[config.mk]
export PLATFORM = sky130hd
export DESIGN_NAME = max11046_frame_capture
export DESIGN_NICKNAME = d
export VERILOG_FILES = /design/src/rtl/max11046_frame_capture.sv
export SDC_FILE = /design/constraint.sdc
export NUM_CORES = 1
export LEC_CHECK = 0
export CELL_PAD_IN_SITES_DETAIL_PLACEMENT = 0
export CELL_PAD_IN_SITES_GLOBAL_PLACEMENT = 2
export CORE_MARGIN = 2
export CORE_UTILIZATION = 48
export CTS_CLUSTER_DIAMETER = 40
export DETAILED_ROUTE_END_ITERATION = 8
export GPL_ROUTABILITY_DRIVEN = 0
export PLACE_DENSITY_LB_ADDON = 0.1
export REMOVE_ABC_BUFFERS = 1
export SLEW_MARGIN = 25
export SYNTH_ARGS = -nofsm -noshare
export SYNTH_HDL_FRONTEND = slang
export SYNTH_SLANG_ARGS = --single-unit
[constraint.sdc]
create_clock -name clock -period 6.4 [get_ports clock]
set_input_delay 1.28 -clock clock [delete_from_list [all_inputs] [get_ports clock]]
set_output_delay 1.28 -clock clock [all_outputs]
set_load 0.01 [all_outputs]
[src/rtl/max11046_frame_capture.sv]
// MAX11046 frame capture: snoops CS/RD/DB and queues complete NUM_CH-word frames as a word stream.
// Optional FRAME_TIMESTAMP_EN appends a frame-counter word (chan = NUM_CH) to each committed frame.
module max11046_frame_capture #(
   parameter int unsigned NUM_CH  = 8,
   parameter int unsigned FIFO_AW = 5,
   parameter int unsigned CNT_W   = 16
) (
   input  logic             clock,
   input  logic             rst_n,
   input  logic             cs_n,
   input  logic             rd_n,
   input  logic [15:0]      db,
   output logic [15:0]      m_data,
   output logic [3:0]       m_chan,
   output logic             m_last,
   output logic             m_valid,
   input  logic             m_ready,
   output logic [CNT_W-1:0] frame_cnt,
   output logic [CNT_W-1:0] drop_cnt,
   output logic             err_short,
   output logic             err_long
);

   localparam int unsigned DEPTH = 1 << FIFO_AW;
   localparam int unsigned PW    = FIFO_AW + 1;
`ifdef FRAME_TIMESTAMP_EN
   localparam int unsigned ROOM  = NUM_CH + 1;
`else
   localparam int unsigned ROOM  = NUM_CH;
   localparam logic [3:0]  LAST_CH = 4'(NUM_CH - 1);
`endif
   localparam logic [3:0]    NCH      = 4'(NUM_CH);
   localparam logic [PW-1:0] MAX_USED = PW'(DEPTH - ROOM);

   localparam logic [1:0] ST_IDLE    = 2'd0;
   localparam logic [1:0] ST_CAPTURE = 2'd1;
   localparam logic [1:0] ST_DROP    = 2'd2;

   logic        cs_s1, cs_s2, cs_prev;
   logic        rd_s1, rd_s2, rd_prev;
   logic [15:0] db_s1, db_s2, db_q;
   logic [1:0]  settle;

   logic [1:0]    state_q, state_d;
   logic [PW-1:0] wr_q, wr_d, cm_q, cm_d, rd_ptr, rd_nxt;
   logic [3:0]    cnt_q, cnt_d;
   logic          long_q, long_d;
   logic [CNT_W-1:0] fc_d, dc_d, dc_inc;
   logic          short_d, elong_d;
   logic          we;
   logic [20:0]   wdata;
   logic [PW-1:0] used;
   logic          armed, cs_fall, cs_rise, rd_rise, room_ok, pop, avail;

   logic [20:0] mem [DEPTH];

   always_ff @(posedge clock or negedge rst_n) begin
      if (!rst_n) begin
         cs_s1   <= 1'b1;
         cs_s2   <= 1'b1;
         cs_prev <= 1'b1;
         rd_s1   <= 1'b1;
         rd_s2   <= 1'b1;
         rd_prev <= 1'b1;
         db_s1   <= '0;
         db_s2   <= '0;
         db_q    <= '0;
         settle  <= '0;
      end else begin
         cs_s1   <= cs_n;
         cs_s2   <= cs_s1;
         cs_prev <= cs_s2;
         rd_s1   <= rd_n;
         rd_s2   <= rd_s1;
         rd_prev <= rd_s2;
         db_s1   <= db;
         db_s2   <= db_s1;
         db_q    <= db_s2;
         if (settle != 2'd3) settle <= settle + 2'd1;
      end
   end

   // Falling edges are ignored until the reset-value 1s have flushed out of the synchronizer,
   // so a burst already in progress at reset release is never mistaken for a new one.
   assign armed   = (settle == 2'd3);
   assign cs_fall = armed & cs_prev & ~cs_s2;
   assign cs_rise = ~cs_prev & cs_s2;
   assign rd_rise = ~rd_prev & rd_s2 & ~cs_s2;

   assign used    = wr_q - rd_ptr;
   assign room_ok = (used <= MAX_USED);
   assign dc_inc  = (drop_cnt == {CNT_W{1'b1}}) ? drop_cnt : drop_cnt + CNT_W'(1);

   always_comb begin
      state_d = state_q;
      wr_d    = wr_q;
      cm_d    = cm_q;
      cnt_d   = cnt_q;
      long_d  = long_q;
      fc_d    = frame_cnt;
      dc_d    = drop_cnt;
      short_d = 1'b0;
      elong_d = 1'b0;
      we      = 1'b0;
      wdata   = '0;
      case (state_q)
         ST_IDLE: begin
            if (cs_fall) begin
               cnt_d   = '0;
               long_d  = 1'b0;
               state_d = room_ok ? ST_CAPTURE : ST_DROP;
            end
         end
         ST_CAPTURE: begin
            if (rd_rise) begin
               if (cnt_q < NCH) begin
                  we    = 1'b1;
`ifdef FRAME_TIMESTAMP_EN
                  wdata = {1'b0, cnt_q, db_q};
`else
                  wdata = {(cnt_q == LAST_CH), cnt_q, db_q};
`endif
                  wr_d  = wr_q + PW'(1);
                  cnt_d = cnt_q + 4'd1;
               end else begin
                  long_d = 1'b1;
               end
            end else if (cs_rise) begin
               state_d = ST_IDLE;
               if (long_q) begin
                  wr_d    = cm_q;
                  elong_d = 1'b1;
                  dc_d    = dc_inc;
               end else if (cnt_q == NCH) begin
`ifdef FRAME_TIMESTAMP_EN
                  we    = 1'b1;
                  wdata = {1'b1, NCH, 16'(frame_cnt)};
                  wr_d  = wr_q + PW'(1);
                  cm_d  = wr_q + PW'(1);
`else
                  cm_d  = wr_q;
`endif
                  fc_d  = frame_cnt + CNT_W'(1);
               end else if (cnt_q == 4'd0) begin
                  wr_d = cm_q;
               end else begin
                  wr_d    = cm_q;
                  short_d = 1'b1;
                  dc_d    = dc_inc;
               end
            end
         end
         ST_DROP: begin
            if (cs_rise) begin
               dc_d    = dc_inc;
               state_d = ST_IDLE;
            end
         end
         default: state_d = ST_IDLE;
      endcase
   end

   always_ff @(posedge clock or negedge rst_n) begin
      if (!rst_n) begin
         state_q   <= ST_IDLE;
         wr_q      <= '0;
         cm_q      <= '0;
         cnt_q     <= '0;
         long_q    <= 1'b0;
         frame_cnt <= '0;
         drop_cnt  <= '0;
         err_short <= 1'b0;
         err_long  <= 1'b0;
      end else begin
         state_q   <= state_d;
         wr_q      <= wr_d;
         cm_q      <= cm_d;
         cnt_q     <= cnt_d;
         long_q    <= long_d;
         frame_cnt <= fc_d;
         drop_cnt  <= dc_d;
         err_short <= short_d;
         err_long  <= elong_d;
      end
   end

   always_ff @(posedge clock) begin
      if (we) mem[wr_q[FIFO_AW-1:0]] <= wdata;
   end

   // rd_ptr addresses the word shown on the output; it only moves on a pop, so the
   // output register reloads the same unchanged entry while the consumer stalls.
   assign pop = m_valid & m_ready;

   always_comb begin
      rd_nxt = rd_ptr;
      if (pop) rd_nxt = rd_ptr + PW'(1);
   end

   assign avail = (cm_q != rd_nxt);

   always_ff @(posedge clock or negedge rst_n) begin
      if (!rst_n) begin
         rd_ptr  <= '0;
         m_valid <= 1'b0;
         m_last  <= 1'b0;
         m_chan  <= '0;
         m_data  <= '0;
      end else begin
         rd_ptr  <= rd_nxt;
         m_valid <= avail;
         if (avail) {m_last, m_chan, m_data} <= mem[rd_nxt[FIFO_AW-1:0]];
      end
   end

endmodule

==> run_1/pinout.png <==
Pins as bars across the die edge, other pins in grey.
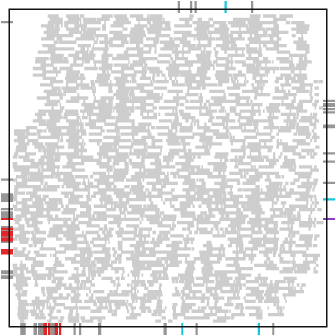
Key: frame_cnt = red [pins 16, direction output, edge 10 west, 6 south]; m_chan = cyan [pins 4, direction output, edge 2 south, 1 east, 1 north]; m_last = purple [pins 1, direction output, edge east]
All pins by edge: 30 west, 30 south, 12 east, 5 north.
overall die width: 262 um
height of the die: 262 um
I/O Buffers: 75

==> run_1/clock_wires.png <==
Scale bar: 100 um.
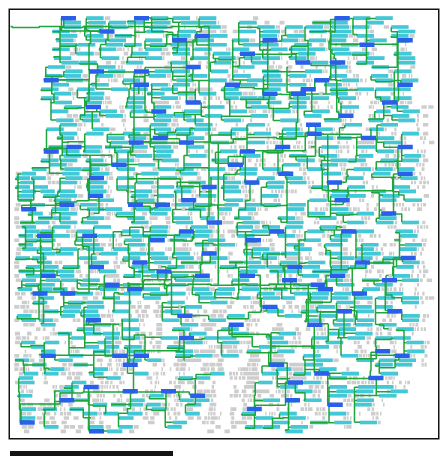
Key: flip-flops = cyan [count 776]; clock wires = green [length 9490 um]; clock-net drivers = blue [count 111]
Position of the flops: widely spread. There are 112 routed clock nets.
Clock Power: 6.10 mW
clock latency on the worst-skew pair: 0.66 ns
clock network fraction of design power: 38.3%
clk_skew: 0.0196 ns

==> run_1/ff_map.png <==
Other sequential cells in the stronger grey, the rest of the logic in the fainter grey.
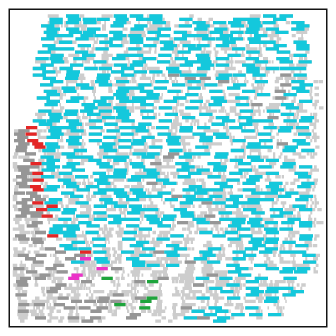
Key: db_q = red [placed flops 16, where west]; cnt_q = magenta [placed flops 4, where south-west]; mem = cyan [placed flops 640, where widely spread]; cm_q = green [placed flops 6, where south]
Another 110 sequential cells are not coloured.

==> run_1/layers.png <==
Scale bar: 100 um.
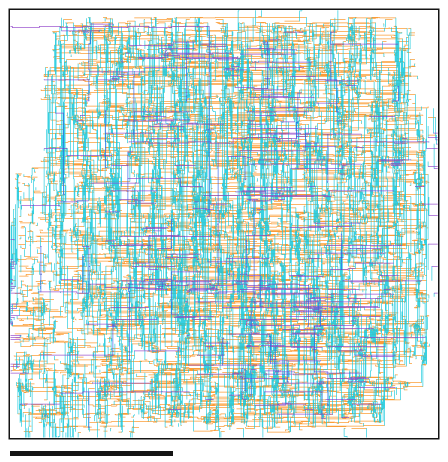
Key: M3 = purple [wire length 5740 um]; M1 = orange [wire length 38.8 mm]; M4 = blue [wire length 1200 um]; M2 = cyan [wire length 42.4 mm]
Routed wire per std cell: 26.0 um
Total Wirelength: 88100 um
total routing resource utilization after global routing: 26.0%
routed vias: 20316

[run 1: synthesized netlist by cell type (all sizes together), types with 20 or more instances]
master,count
a21oi,45
a31oi,52
a32oi,107
and3,38
buf,85
clkbuf,70
dfrtp,130
edfxtp,640
inv,20
mux2i,107
nand2,313
nand2b,78
nand3,112
nand4,25
nor2,127
nor3,71
o21ai,104
xnor2,27
[run 1: worst max-delay path, cell delays in order (launching register included)]
cell	delay [ns]
dfrtp_4	0.73
ha_1	0.41
buf_4	0.52
clkinv_1	0.69
a32o_4	0.64
buf_4	0.36
a32oi_1	0.28
nand3_1	0.28
and3_1	0.26
a31oi_1	0.16
==> ds_physical_params.txt, run 1 <==
Characteristics after synthesis and place and route

Parameter                              Value

Outcome
  Result of the run    completed

Global route
  Wire length of the first global-routing pass    131000 um
  Global route overflow    0
  Fraction of met1 tracks used by global routing    37.3%
  Number of global-route vias before repair    19802
  Global routing met3 resource utilization    4.02%
  Number of antenna violations at the first check in global routing    6

Finish
  Filler-free cell count of the finished design    3396
  Fraction of area in multi-input gates    23.3%
  End-of-flow core utilization    57.1%
  Final standard cell area without fillers    37600 um2
  Layout-stage area growth over the synthesis result    17.7%
  Sequential Area    22600 um2
  Number of flip-flops under the largest register name    640
  Final #Nets    2472
  Non-clk invs    21

Floorplan
  Core footprint    65900 um2
  Tapcells    864
  Number of top-level pins    77

Clock network
  Setup repair bufs after CTS    0
  Clock tree from TritonCTS    built
  Sinks on Clock Net    776
  Cell chosen for the clock root    clkbuf_16
  Number of buffers created by CTS    111
  Clock-pin slew on the worst setup and hold paths    0.06 ns

Route
  DRC errors left    0
  Length of the first detailed-routing pass in iterations    6
  Via density    5.98
  Iteration-0 DRC count of the detailed router    2037
  Count of nets left with antenna violations after detail routing    0
  Highest metal used    met4
  WL met1    38800 um

Final timing
  Crit share post-route    70.5%
  Shortest period the worst path allows    4.51 ns
  Total setup violations reported at the end of the flow    0
  Worst-case headroom to the max-slew limit    29.7%
  Setup total negative slack    0 ns
  Post-layout worst setup margin    1.89 ns
  Maximum clock frequency    221 MHz

Run
  # Max-Cap Violations    0

Yosys
  Adder share    0.705%
  Yosys Chip Area    32000 um2
  Parity-gate share of the synthesized area counting xor and xnor cells    1.22%
  Number of enable-type register cells in the synthesized netlist    640
  Top-area cell type share of the netlist area    60.1%
  Yosys Warn Count    0
  Top_reg_cell synth    edfxtp_1
  And-or/or-and share of the synthesized area    8.50%
  Cell count in the Yosys report    2347
  Synthesized cell area    32000 um2
  Synth logic family    simple AND/OR/NAND/NOR gates
  Number of unique standard cell types used by synthesis    67
  MUX share of area    4.01%

Critical path
  Setup crit end kind    flip-flop
  Beginning of the critical path    rd_ptr[0]
  Setup CP Type    flip-flop to flip-flop
  Data required time at the worst endpoint    6.96 ns
  Startpoint types    flip-flop
  Largest driver fanout on the critical path    67
  Worst Setup EP    m_data[15]

Placed design
  Post-detailed-placement half-perimeter wirelength    49400 um
  Post-Place Setup Slack    1.53 ns

Pwr
  Power consumed by combinational cells    4.02 mW
  Static power due to leakage    12.8 nW
  Total power of the final layout    16.0 mW
  Power drawn by the sequential cells    5.83 mW
  Total power divided by cell area    424 nW/um2
  Main power group    the clock network

Min path
  Worst hold path cell count    0
  Path type of the worst min-delay path    flip-flop to flip-flop
  Source of the worst hold timing path    db_s2[3]
==> run 2: changes to the inputs <==
Settings changed: CORE_UTILIZATION 48 to 40.
Clock period 6.4 ns to 3.8 ns, I/O delays scaled along.
==> run_2/pinout.png <==
Pins as bars across the die edge, other pins in grey.
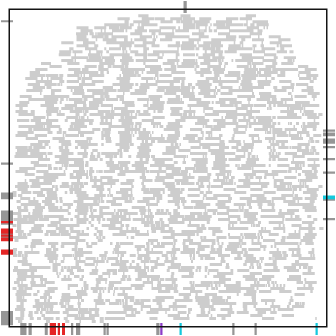
Key: frame_cnt = red [pins 16, direction output, edge 10 west, 6 south]; m_last = purple [pins 1, direction output, edge south]; m_chan = cyan [pins 4, direction output, edge 2 east, 2 south]
All pins by edge: 35 west, 27 south, 13 east, 2 north.
height of the die: 287 um
overall die width: 287 um

==> run 2 against run 1 <==
Cell area grew 4.1%. Sequential power is 68% higher. Non-clock buffer count rose by 84. Critical path depth shrank 1. Combinational power up about 90%. Largest cell class unchanged. Highest routed layer unchanged.
==> ds_physical_params.txt, run 2 <==
Characteristics after synthesis and place and route

Parameter                              Value

Finish
  Final standard cell area without fillers    39200 um2
  Non-clk invs    21
  Number of flip-flops under the largest register name    640
  Layout-stage area growth over the synthesis result    22.6%
  Final #Nets    2575

Pwr
  Clock network fraction of design power    39.7%
  Power consumed by combinational cells    7.62 mW
  Main power group    the clock network
  Static power due to leakage    13.6 nW

Route
  Total Wirelength    95700 um
  Routed vias    20607
  Count of nets left with antenna violations after detail routing    0
  Routed wire per std cell    25.9 um
  Iteration-0 DRC count of the detailed router    1829
  Via density    5.58

Clock network
  Setup repair bufs after CTS    0
  Clock-pin slew on the worst setup and hold paths    0.05 ns

Critical path
  Number of cells on the critical path    8
  Buffers & Inverters on Critical Path    2
  Beginning of the critical path    rd_ptr[0]
  Worst Setup EP    m_data[5]
  Data required time at the worst endpoint    4.42 ns
  Max stage delay on crit path    0.67 ns
  Delay-heaviest family, CP    AND-OR/OR-AND gates
  Critical-path top delay cell    ha_1
  Largest driver fanout on the critical path    19
  Startpoint types    flip-flop

Floorplan
  Tapcells    1050
  Core footprint    79000 um2

Final timing
  Worst-case headroom to the max-slew limit    32.1%
  Total setup violations reported at the end of the flow    0
  Maximum clock frequency    279 MHz
  Crit share post-route    94.5%
  Setup total negative slack    0 ns

Yosys
  Number of enable-type register cells in the synthesized netlist    640
  Top_reg_cell synth    edfxtp_1
  Top-area cell type share of the netlist area    60.1%
  Cell count in the Yosys report    2347
  Top cells by count    640 x edfxtp_1, 313 x nand2_1, 130 x dfrtp_1

Global route
  Fraction of met1 tracks used by global routing    32.1%
  Global route overflow    0
  Global routing met3 resource utilization    4.14%

Placed design
  I/O Buffers    75
  Post-detailed-placement half-perimeter wirelength    56800 um

Outcome
  Result of the run    completed
==> run_2/ff_map.png <==
Other sequential cells in the stronger grey, the rest of the logic in the fainter grey.
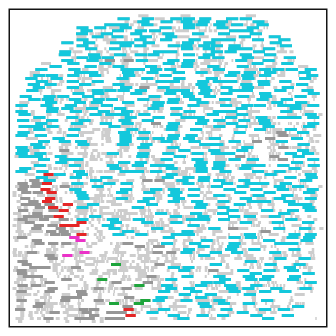
Key: cm_q = green [placed flops 6]; mem = cyan [placed flops 640, where widely spread]; cnt_q = magenta [placed flops 4, where south-west]; db_q = red [placed flops 16]
power drawn by the sequential cells: 9.81 mW
fraction of area in registers: 57.8%
Sequential Area: 22600 um2
end-of-flow core utilization: 49.6%

## run 2: through the flow
step,setup WS (ns),power [mW],utilization (%)
global placement,-0.125,17.6,44.1
finish,0.211,28.9,49.6
CTS,0.183,29.2,49.6
floorplan,-22.80,13.9,-
global route,0.0270,30.1,49.6
detailed placement,-0.129,17.6,44.1
## run 2: logic make-up after synthesis
| kind of cell | share of synthesized area (%) |
|---|---|
| and+or+nand+nor | 12.2 |
| DFF | 70.8 |
| AOI/OAI and AO/OA | 8.50 |
| buffers and inverters | 2.58 |
| muxes | 4.01 |
| xor gates and xnor gates | 1.22 |
| adders and majority gates | 0.705 |
| other | 0.0117 |
## run 2: per-layer routing
metal,routed length [um],up-vias
met5,0,-
met4,1910,0
met3,4890,132
met2,46600,609
met1,42300,10567
li1,-,9299
Power and IR drop assume default switching activity.
